**src/rtl/armleocpu_operand_fetch_pkg.sv**
```systemverilog
// Shared widths and small helpers for the operand fetch stage.
// Register index width, XLEN and the writeback-match test used by every lane.
package armleocpu_operand_fetch_pkg;

    localparam int REG_IDX_W = 5;
    localparam int XLEN      = 32;
    localparam int NUM_REGS  = 32;

    typedef logic [REG_IDX_W-1:0] reg_idx_t;
    typedef logic [XLEN-1:0]      xlen_t;

    // x0 is hardwired, so a write to it never matches anything.
    function automatic logic wb_hits(input logic wb_valid, input reg_idx_t wb_addr,
                                     input reg_idx_t idx);
        return wb_valid && (wb_addr == idx) && (idx != '0);
    endfunction

endpackage

```
**src/rtl/armleocpu_operand_fetch_scoreboard.sv**
```systemverilog
// Pending-write scoreboard: one bit per architectural register.
// Writeback and flush clear bits, issue sets them; a set beats a same-cycle clear.
module armleocpu_operand_fetch_scoreboard
    import armleocpu_operand_fetch_pkg::*;
(
    input  logic     clk,
    input  logic     rst_n,
    input  logic     wb_valid,
    input  reg_idx_t wb_rd_addr,
    input  logic     set_en,
    input  reg_idx_t set_addr,
    input  logic     kill_en,
    input  reg_idx_t kill_addr,
    input  reg_idx_t rs1_addr,
    input  reg_idx_t rs2_addr,
    input  reg_idx_t rd_addr,
    output logic     rs1_busy,
    output logic     rs2_busy,
    output logic     rd_busy
);

    logic [NUM_REGS-1:0] pending;
    logic [NUM_REGS-1:0] clr_vec;
    logic [NUM_REGS-1:0] kill_vec;
    logic [NUM_REGS-1:0] set_vec;
    logic [NUM_REGS-1:0] busy_vec;

    always_comb begin
        clr_vec  = '0;
        kill_vec = '0;
        set_vec  = '0;
        if (wb_valid && wb_rd_addr != '0) clr_vec[wb_rd_addr] = 1'b1;
        if (kill_en && kill_addr != '0)   kill_vec[kill_addr] = 1'b1;
        if (set_en && set_addr != '0)     set_vec[set_addr]   = 1'b1;
    end

    // A register whose write lands this cycle is already visible through forwarding.
    assign busy_vec = pending & ~clr_vec;
    assign rs1_busy = busy_vec[rs1_addr];
    assign rs2_busy = busy_vec[rs2_addr];
    assign rd_busy  = busy_vec[rd_addr];

    always_ff @(posedge clk or negedge rst_n) begin
        if (!rst_n) begin
            pending <= '0;
        end else begin
            pending <= (pending & ~clr_vec & ~kill_vec) | set_vec;
        end
    end

endmodule

```
**src/rtl/armleocpu_operand_fetch.sv**
```systemverilog
// Operand fetch: issues register file reads, stalls on pending writes, forwards
// writeback data and keeps operands coherent while execute back-pressures.
module armleocpu_operand_fetch
    import armleocpu_operand_fetch_pkg::*;
#(
    parameter int PAYLOAD_W = 64
) (
    input  logic                 clk,
    input  logic                 rst_n,
    input  logic                 in_valid,
    output logic                 in_ready,
    input  logic                 in_rs1_used,
    input  logic [4:0]           in_rs1_addr,
    input  logic                 in_rs2_used,
    input  logic [4:0]           in_rs2_addr,
    input  logic                 in_rd_write,
    input  logic [4:0]           in_rd_addr,
    input  logic [PAYLOAD_W-1:0] in_payload,
    output logic                 rs1_read,
    output logic [4:0]           rs1_addr,
    input  logic [31:0]          rs1_rdata,
    output logic                 rs2_read,
    output logic [4:0]           rs2_addr,
    input  logic [31:0]          rs2_rdata,
    output logic                 rd_write,
    output logic [4:0]           rd_addr,
    output logic [31:0]          rd_wdata,
    input  logic                 wb_valid,
    input  logic [4:0]           wb_rd_addr,
    input  logic [31:0]          wb_rd_wdata,
    input  logic                 flush,
    output logic                 out_valid,
    input  logic                 out_ready,
    output logic [31:0]          out_rs1_data,
    output logic [31:0]          out_rs2_data,
    output logic                 out_rd_write,
    output logic [4:0]           out_rd_addr,
    output logic [PAYLOAD_W-1:0] out_payload
);

    logic     rs1_busy, rs2_busy, rd_busy;
    logic     hazard, issue, kill_en;
    logic     fresh_p1;
    logic     src1_used_p1, src2_used_p1;
    reg_idx_t src1_addr_p1, src2_addr_p1;
    logic     fwd1_flag_p1, fwd2_flag_p1;
    xlen_t    fwd1_data_p1, fwd2_data_p1;
    xlen_t    hold1_p1, hold2_p1;

    function automatic xlen_t select_operand(
        input logic used, input reg_idx_t addr, input logic fresh,
        input logic fwd_flag, input xlen_t fwd_data, input xlen_t rdata,
        input xlen_t hold, input logic wb_hit, input xlen_t wb_data);
        if (!used || addr == '0) return '0;
        if (!fresh)              return hold;
        if (wb_hit)              return wb_data;
        if (fwd_flag)            return fwd_data;
        return rdata;
    endfunction

    armleocpu_operand_fetch_scoreboard u_scoreboard (
        .clk        (clk),
        .rst_n      (rst_n),
        .wb_valid   (wb_valid),
        .wb_rd_addr (wb_rd_addr),
        .set_en     (issue && in_rd_write),
        .set_addr   (in_rd_addr),
        .kill_en    (kill_en),
        .kill_addr  (out_rd_addr),
        .rs1_addr   (in_rs1_addr),
        .rs2_addr   (in_rs2_addr),
        .rd_addr    (in_rd_addr),
        .rs1_busy   (rs1_busy),
        .rs2_busy   (rs2_busy),
        .rd_busy    (rd_busy)
    );

    assign hazard   = (in_rs1_used && rs1_busy) || (in_rs2_used && rs2_busy) ||
                      (in_rd_write && rd_busy);
    assign in_ready = !hazard && (!out_valid || out_ready) && !flush;
    assign issue    = in_valid && in_ready;
    // out_rd_write is stale once the stage empties, so only a live instruction may release its bit.
    assign kill_en  = flush && out_valid && out_rd_write;

    assign rs1_read = issue && in_rs1_used;
    assign rs1_addr = in_rs1_addr;
    assign rs2_read = issue && in_rs2_used;
    assign rs2_addr = in_rs2_addr;

    assign rd_write = rst_n && wb_valid && (wb_rd_addr != '0);
    assign rd_addr  = wb_rd_addr;
    assign rd_wdata = wb_rd_wdata;

    assign out_rs1_data = select_operand(src1_used_p1, src1_addr_p1, fresh_p1, fwd1_flag_p1,
                              fwd1_data_p1, rs1_rdata, hold1_p1,
                              wb_hits(wb_valid, wb_rd_addr, src1_addr_p1), wb_rd_wdata);
    assign out_rs2_data = select_operand(src2_used_p1, src2_addr_p1, fresh_p1, fwd2_flag_p1,
                              fwd2_data_p1, rs2_rdata, hold2_p1,
                              wb_hits(wb_valid, wb_rd_addr, src2_addr_p1), wb_rd_wdata);

    // Stage p0 -> p1: capture issued instruction, or refresh hold copies while stalled.
    always_ff @(posedge clk or negedge rst_n) begin
        if (!rst_n) begin
            out_valid    <= 1'b0;
            fresh_p1     <= 1'b0;
            src1_used_p1 <= 1'b0;
            src2_used_p1 <= 1'b0;
            src1_addr_p1 <= '0;
            src2_addr_p1 <= '0;
            fwd1_flag_p1 <= 1'b0;
            fwd2_flag_p1 <= 1'b0;
            fwd1_data_p1 <= '0;
            fwd2_data_p1 <= '0;
            hold1_p1     <= '0;
            hold2_p1     <= '0;
            out_rd_write <= 1'b0;
            out_rd_addr  <= '0;
            out_payload  <= '0;
        end else begin
            if (flush)          out_valid <= 1'b0;
            else if (issue)     out_valid <= 1'b1;
            else if (out_ready) out_valid <= 1'b0;
            fresh_p1 <= issue;
            if (issue) begin
                src1_used_p1 <= in_rs1_used;
                src2_used_p1 <= in_rs2_used;
                src1_addr_p1 <= in_rs1_addr;
                src2_addr_p1 <= in_rs2_addr;
                fwd1_flag_p1 <= wb_hits(wb_valid, wb_rd_addr, in_rs1_addr);
                fwd2_flag_p1 <= wb_hits(wb_valid, wb_rd_addr, in_rs2_addr);
                fwd1_data_p1 <= wb_rd_wdata;
                fwd2_data_p1 <= wb_rd_wdata;
                out_rd_write <= in_rd_write;
                out_rd_addr  <= in_rd_addr;
                out_payload  <= in_payload;
            end else if (out_valid && !out_ready) begin
                hold1_p1 <= wb_hits(wb_valid, wb_rd_addr, src1_addr_p1) ? wb_rd_wdata : out_rs1_data;
                hold2_p1 <= wb_hits(wb_valid, wb_rd_addr, src2_addr_p1) ? wb_rd_wdata : out_rs2_data;
            end
        end
    end

endmodule

```
**config.mk**
```make
export PLATFORM = sky130hd
export DESIGN_NAME = armleocpu_operand_fetch
export DESIGN_NICKNAME = d
export VERILOG_FILES = /design/src/rtl/armleocpu_operand_fetch_pkg.sv /design/src/rtl/armleocpu_operand_fetch_scoreboard.sv /design/src/rtl/armleocpu_operand_fetch.sv
export SDC_FILE = /design/constraint.sdc
export NUM_CORES = 1
export LEC_CHECK = 0
export CORE_MARGIN = 3
export CORE_UTILIZATION = 53
export DETAILED_ROUTE_END_ITERATION = 8
export HOLD_SLACK_MARGIN = 0.15
export PLACE_DENSITY = 0.92
export RECOVER_POWER = 50
export SLEW_MARGIN = 20
export SYNTH_ARGS = -nofsm -noshare
export SYNTH_HDL_FRONTEND = slang
export SYNTH_SLANG_ARGS = --single-unit
```
**constraint.sdc**
```tcl
create_clock -name clk -period 7.3 [get_ports clk]
set_input_delay 0.73 -clock clk [delete_from_list [all_inputs] [get_ports clk]]
set_output_delay 0.73 -clock clk [all_outputs]
set_load 0.005 [all_outputs]
```
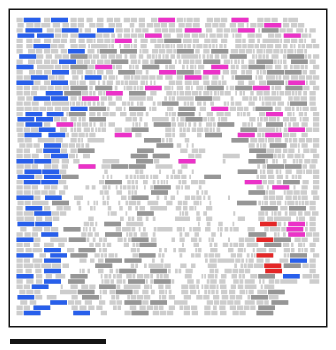
*Where the registers sit, run 1*
Scale bar: 50 um. Other sequential cells in the stronger gray, the rest of the logic in the fainter gray.
Key: out_payload = blue [placed flops 64, where a column on the left]; src2_addr_p1 = red [placed flops 5, where bottom right]; fwd2_data_p1 = magenta [placed flops 32]

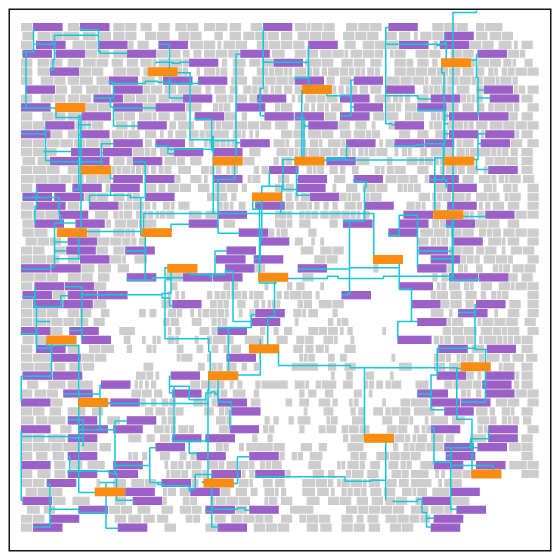
*Clock distribution, run 1*
Key: cells driving clock nets = orange [count 24]; clock wires = cyan [length 2,980 um]; flip-flops = purple [count 214]
There are 25 routed clock nets.

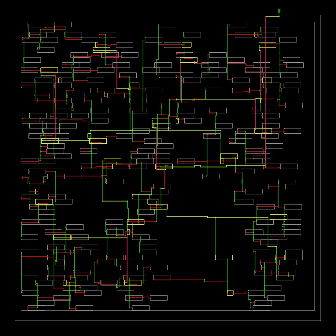
*Clock wiring as the flow saved it, run 1*
CTS sink cnt: 214
Worst Skew: 0.0167 ns
CTS buffer count: 24

==> results.py, run 1 <==
# Synthesis and PnR figures
metrics = {
    "clock_network": {
        "htree_levels": 1,
        "cts_resized": 0,
        "worstSkewPairLatency_ns": 0.53,
        "clockBufferDepth": 3,
        "cts_tree": "yes",
        "cts_root_buf": "clkbuf_16",
        "ctsHoldBuffers": 0,
    },
    "setup_path": {
        "path_cells": "clkdlybuf4s50_1 > nand2_1 > o21ai_0 > mux2i_1 > a221oi_1 > nand4_1 > nor4_2 > and3_4 > and2_1 > clkdlybuf4s50_1",
        "crit_fanout": 22,
        "end_kind": "output pin",
        "worstPathRequired_ns": 6.57,
        "crit_family": "simple AND/OR/NAND/NOR gates",
        "path_common_cell": "clkdlybuf4s50_1",
        "ff2ff_setup_slack_ns": 3.68,
        "rr_startpoint": "out_valid",
        "worst_setup_path_start_kind": "primary input",
        "arrival_ns": 5.04,
        "worst_path_max_delay_cell": "clkdlybuf4s50_1",
    },
    "layout": {
        "logic_area_um2": 7060,
        "nets": 1808,
        "syn_to_final_growth_pct": 31.7,
        "seqCellArea_um2": 5360,
        "drive_above_1_share": 0.130,
        "fin_cells": 1962,
        "post-route-util": 0.715,
    },
    "grt": {
        "antenna_found_initial": 1,
        "grtUsageMet1": 0.409,
        "grt_use_met2": 0.523,
        "grt_usage": 0.318,
        "grt_max_degree": 131,
        "grt_pass1_vias": 12100,
        "gr-usage-met3": 0.0701,
        "top_usage_layer": "met2",
        "gr-total-overflow": 0,
    },
    "die": {
        "pin_count": 375,
        "num_rows": 57,
        "fp.dieH_um": 164,
        "core-area_um2": 24500,
        "dieArea_um2": 27000,
        "floorplanUtilization": 0.543,
        "die_x_um": 164,
    },
    "logic_synthesis": {
        "ys_ff": 214,
        "top_area_frac": 0.403,
        "floorplan.nets": 1559,
        "ys.flop_type": "dfrtp_1",
        "synth_seq_share": 0.403,
        "synth-async-reset-ratio": 1.00,
        "synth.avg_cell_area_um2": 9.69,
        "synthTopCellsByCount": "214 x dfrtp_1, 148 x nand2_1, 139 x mux2i_1",
        "yosys.area.top_type": "dfrtp_1",
        "synthMostInstantiatedCell": "dfrtp_1",
        "synth_cell_type_count": 64,
        "ys_chip_area_um2": 13300,
        "syn_area_um2": 13300,
        "topCellsByArea": "dfrtp_1 40%, mux2i_1 10%, mux2_2 8.6%",
        "ys_cells": 1370,
    },
    "power_and_ir_drop": {
        "p_per_area_nw_per_um2": 235,
        "vdd_drop_max_mv": 0.192,
        "p_leak_uw": 0.00725,
    },
    "routing": {
        "wirelength_um": 44500,
        "avgViaCountPerCell": 6.13,
        "ant_nets": 0,
        "remaining_drc_errors": 0,
        "num_vias": 12000,
        "drtIter0Drc": 1135,
    },
    "final_timing": {
        "maxSlewViolCount": 110,
        "worst_pin_slew_ns": 2.53,
        "finalSetupTns_ns": 0,
        "finalHoldViolCount": 0,
        "relSlewSlack": -0.685,
        "rsz0062_at_grt": "no",
        "max_freq_mhz": 173,
        "period_needed_ns": 5.77,
        "setup_viol": 0,
    },
    "run_status": {
        "violations": "capacitance limit, slew limit",
        "outcome": "complete, but fails checks",
    },
    "min_path": {
        "hp-class": "in2async",
    },
    "job": {
        "drv_cap": 2,
        "warnings": 32,
    },
    "placement": {
        "io_buffers": 374,
        "dp.cells": 1917,
    },
}
## run 1: cell usage in the layout, fill, tap and decap left out, drive strengths merged, types with 5 or more instances in the layout
cell | Yosys | routed
mux2i | 139 | 139
o211ai | 72 | 72
nor2b | 6 | 6
nand4 | 8 | 8
a31oi | 8 | 8
a31o | 23 | 23
nand2b | 69 | 69
buf | 87 | 11
inv | 12 | 13
dfrtp | 214 | 214
nor2 | 41 | 41
nor3b | 6 | 6
o2111ai | 7 | 7
and2 | 6 | 6
o22ai | 6 | 6
nand2 | 148 | 148
dlygate4sd3 | 0 | 92
clkinv | 1 | 5
o21ai | 98 | 98
xnor2 | 13 | 13
clkdlybuf4s50 | 0 | 281
a22oi | 5 | 5
nor3 | 18 | 18
o31ai | 6 | 6
and3 | 7 | 7
clkbuf | 76 | 40
a21oi | 83 | 83
nand3 | 27 | 27
mux2 | 123 | 123
## run 1: power breakdown
group	internal (uW)	switching [uW]
sequential	1460	210
combinational	689	578
clock	679	501
total	2830	1290
## run 1: logic make-up after synthesis
| family | Yosys count | synth area share |
|---|---|---|
| AOI/OAI and AO/OA | 333 | 0.159 |
| xor gates and xnor gates | 17 | 0.0112 |
| buffers and inverters | 176 | 0.0687 |
| DFF | 214 | 0.403 |
| muxes | 265 | 0.220 |
| and+or+nand+nor | 365 | 0.138 |
## run 1: how the worst max path moves through the flow
stage	start	to	slack, ns	cells past startpoint
final	wb_rd_addr[2]	rs2_read	1.53	10
after global routing	wb_rd_addr[2]	rs1_read	1.27	10
after CTS	wb_rd_addr[2]	rs2_read	1.67	10
after detailed placement	wb_rd_addr[2]	rs2_read	1.68	10
after global placement	wb_rd_addr[2]	rs1_read	1.81	10
after floorplan	wb_rd_addr[2]	rs1_read	3.48	13
## run 1: layout make-up
class,instances,share of cell area
Multi-Input combinational cell,980,0.404
Sequential cell,214,0.307
Timing Repair Buffer,386,0.220
Clock buffer,38,0.0414
Tap cell,324,0.0232
Inverter,13,0.00279
Clock inverter,5,0.00229
Antenna cell,2,0.000286
## run 1: flip-flops by register name, indices dropped and copies added, names as in the netlist, 5 cells and up
| signal | count |
|---|---|
| out_payload | 64 |
| src2_addr_p1 | 5 |
| fwd2_data_p1 | 32 |
| src1_addr_p1 | 5 |
| u_scoreboard.pending | 32 |
| hold1_p1 | 32 |
| out_rd_addr | 5 |
| hold2_p1 | 32 |
## run 1: layer usage
metal  routed length, um  share of wire  vias to the layer above
met5                   0              0                        -
met2               21400           0.48                      627
li1                    -              -                     5408
met3                3840          0.086                      117
met4                1750          0.039                        0
met1               17500           0.39                     5880
## run 1: stage by stage
| step | hold slack [ns] | total power, uW | instance area (um^2) | worst slack (ns) |
|---|---|---|---|---|
| 6_report | 0.212 | 4110 | 17500 | 1.53 |
| 4_1_cts | 0.298 | 4180 | 17500 | 1.67 |
| 3_5_place_dp | 0.471 | 2980 | 16700 | 1.68 |
| 5_1_grt | 0.285 | 4320 | 17500 | 1.27 |
| 2_1_floorplan | 0.434 | 2280 | 13300 | 3.48 |
| 3_3_place_gp | 0.463 | 2930 | 16700 | 1.81 |
### Cells by drive strength, run 1

Scale bar: 50 um.
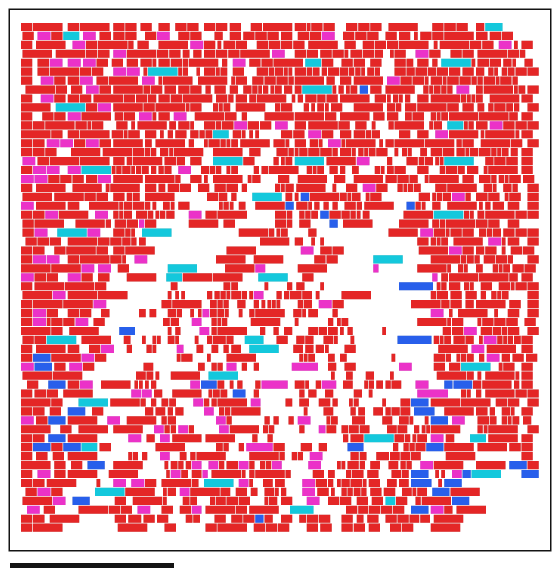

==> run 2: changes to the inputs <==
CORE_UTILIZATION = 44   (was 53)
PLACE_DENSITY = 0.82   (was 0.92)
clock period = 5.2 ns   (was 7.3 ns; I/O delays follow)
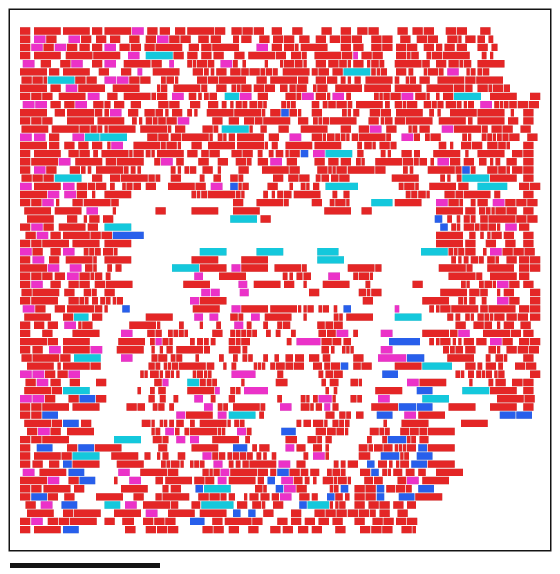
*Cells by drive strength, run 2*
Scale bar: 50 um.
Key: drive 3 to 4 = blue [cells 53]; drive 6 and up = cyan [cells 37]; drive 2 = magenta [cells 140]; drive 1 or less = red [cells 1,423]

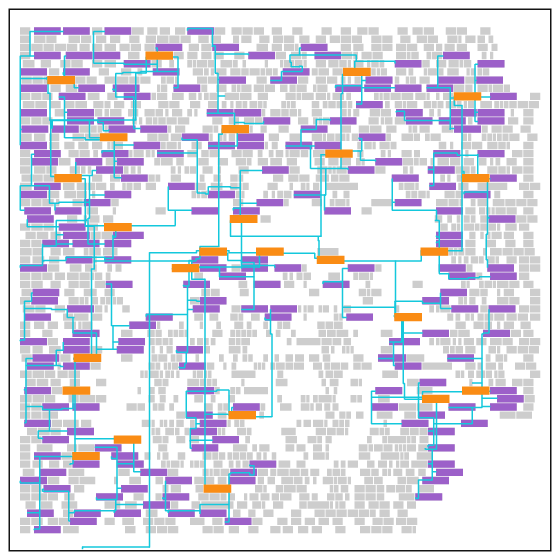
*Clock distribution, run 2*
Key: flip-flops = purple [count 214]; clock wires = cyan [length 3,070 um]; cells driving clock nets = orange [count 25]
There are 26 routed clock nets. Position of the flops: spread over the die.

==> results.py, run 2 <==
# Synthesis and PnR figures
metrics = {
    "logic_synthesis": {
        "ys_ff": 214,
        "synthMostInstantiatedCell": "dfrtp_1",
        "ys_chip_area_um2": 13300,
        "top_area_frac": 0.403,
        "synth-xor-area-share": 0.0112,
        "yosys.area.top_type": "dfrtp_1",
        "synth_cell_type_count": 64,
        "simple_gate_area_frac": 0.138,
        "adder_share": 0,
        "synth-async-reset-ratio": 1.00,
        "floorplan.nets": 1559,
        "synth.avg_cell_area_um2": 9.69,
        "synth_seq_share": 0.403,
        "synth-compound-area-share": 0.159,
        "synthTopCellsByCount": "214 x dfrtp_1, 148 x nand2_1, 139 x mux2i_1",
        "ys.flop_type": "dfrtp_1",
        "muxShareOfSynthArea": 0.220,
        "logic_family": "multiplexers",
    },
    "final_timing": {
        "rsz0062_at_grt": "no",
        "setup_slack_ns": 0.319,
        "maxSlewViolCount": 73,
        "setup_viol": 0,
        "period_needed_ns": 4.88,
        "max_freq_mhz": 205,
        "holdWs_ns": 0.481,
        "finalSetupTns_ns": 0,
        "clock_skew_ns": 0.0285,
        "relSlewSlack": -0.254,
        "worst_pin_slew_ns": 1.88,
    },
    "setup_path": {
        "worstPathRequired_ns": 4.68,
        "path_common_cell": "clkdlybuf4s50_1",
        "worst_setup_path_start_kind": "primary input",
        "path_cells": "clkdlybuf4s50_1 > nand4bb_1 > o21ai_0 > mux2i_1 > a221oi_1 > a211oi_1 > nor4_2 > and3_4 > and2_1 > clkdlybuf4s50_1",
        "crit_fanout": 14,
        "arrival_ns": 4.36,
        "path_depth": 10,
        "end_kind": "output pin",
    },
    "routing": {
        "wirelength_um": 43300,
        "num_vias": 12000,
        "drtIter0Drc": 1036,
        "ant_nets": 0,
        "avgViaCountPerCell": 5.87,
        "remaining_drc_errors": 0,
    },
    "die": {
        "die_x_um": 180,
        "core-area_um2": 29200,
        "num_rows": 62,
        "dieArea_um2": 32300,
        "fp.dieH_um": 180,
        "floorplanUtilization": 0.454,
    },
    "clock_network": {
        "htree_levels": 1,
        "numCtsBuffers": 25,
        "clockBufferDepth": 3,
        "clock_sinks": 214,
        "worstSkewPairLatency_ns": 0.54,
    },
    "job": {
        "warnings": 32,
        "drv_cap": 1,
    },
    "layout": {
        "nets": 1823,
        "syn_to_final_growth_pct": 34.0,
        "top_register": "out_payload",
        "n_antenna_cell": 0,
        "lay_top_cells": "271 x clkdlybuf4s50_1, 211 x dfrtp_1, 148 x nand2_1",
    },
    "power_and_ir_drop": {
        "p_leak_uw": 0.00737,
        "vdd_drop_max_mv": 0.289,
    },
    "run_status": {
        "violations": "capacitance limit, slew limit",
        "outcome": "complete, but fails checks",
    },
    "placement": {
        "io_buffers": 374,
        "place_ws_ns": 0.428,
    },
    "grt": {
        "antenna_found_initial": 0,
        "grt_usage": 0.255,
        "grtUsageMet1": 0.322,
        "grt_max_degree": 129,
        "gr-usage-met3": 0.0584,
        "gr-total-overflow": 0,
        "top_usage_layer": "met2",
    },
    "min_path": {
        "hp-class": "reg2reg",
    },
}
[run 2: cell counts after synthesis]
No cell type changed its count.
[run 2: worst paths after layout]
check	start	end	slack, ns
setup / recovery	wb_valid	rs1_read	0.32
hold / removal	hold2_p1[6]	hold2_p1[6]	0.48
setup reg to reg	u_scoreboard.pending[15]	fwd2_data_p1[17]	1.87
hold reg to reg	hold2_p1[6]	hold2_p1[6]	0.48
max in group asynchronous	rst_n	hold2_p1[8]	2.31
min in group asynchronous	rst_n	out_payload[10]	0.54
[run 2: kinds of logic after synthesis]
kind of cell,Yosys count
buf+inv,176
mux,265
xor+xnor,17
simple gates,365
flops,214
compound gates,333
[run 2: final cells by class]
type                       instances  area (um^2)  share of cell area
sequential                       214         5360               0.301
inverter                          13         48.8             0.00274
multi-input combinational        980         7060               0.397
tap                              384          480              0.0270
clock buffer                      34          689              0.0387
clock inverter                    12          140             0.00787
timing repair buffer             400         4010               0.225
[run 2: repair_timing]
item	4_1_cts	5_1_grt
setup buffers	0	0
endpoints found under the hold margin	81	0
hold buffers	1	0
[run 2: routing by layer]
layer | wire length, um | vias up
met1 | 17200 | 5743
met5 | 0 | -
met2 | 20600 | 651
met3 | 3610 | 120
met4 | 1850 | 0
li1 | - | 5447
[run 2: worst register-to-register path: stages (launching register included)]
cell and delay, ns:
dfrtp_1 0.43, mux2_2 0.32, a31oi_1 0.17, o31ai_1 0.10, a21oi_1 0.18, a211oi_1 0.09, nor4_2 0.55, and3_4 0.32
buf_12 0.41, mux2_2 0.62
[run 2: through the flow]
step | utilization | std cells | total power, uW | cell area, um^2
final | 0.608 | 2037 | 5900 | 17800
after global routing | 0.608 | 2037 | 6210 | 17800
after CTS | 0.608 | 2036 | 6000 | 17800
after detailed placement | 0.579 | 1989 | 4200 | 16900
after global placement | 0.578 | 1988 | 4130 | 16900
after floorplan | - | 1370 | 3200 | 13300
[run 2: power breakdown]
part / switching, uW / total [uW] / internal [uW] / leakage [uW]
Combinational: 789 / 1790 / 1000 / 0.00425
Clock: 730 / 1770 / 1040 / 0.000399
Sequential: 298 / 2340 / 2050 / 0.00271
Total: 1820 / 5900 / 4090 / 0.00737
Power figures rest on the tool's default switching activity, not on a simulated workload.
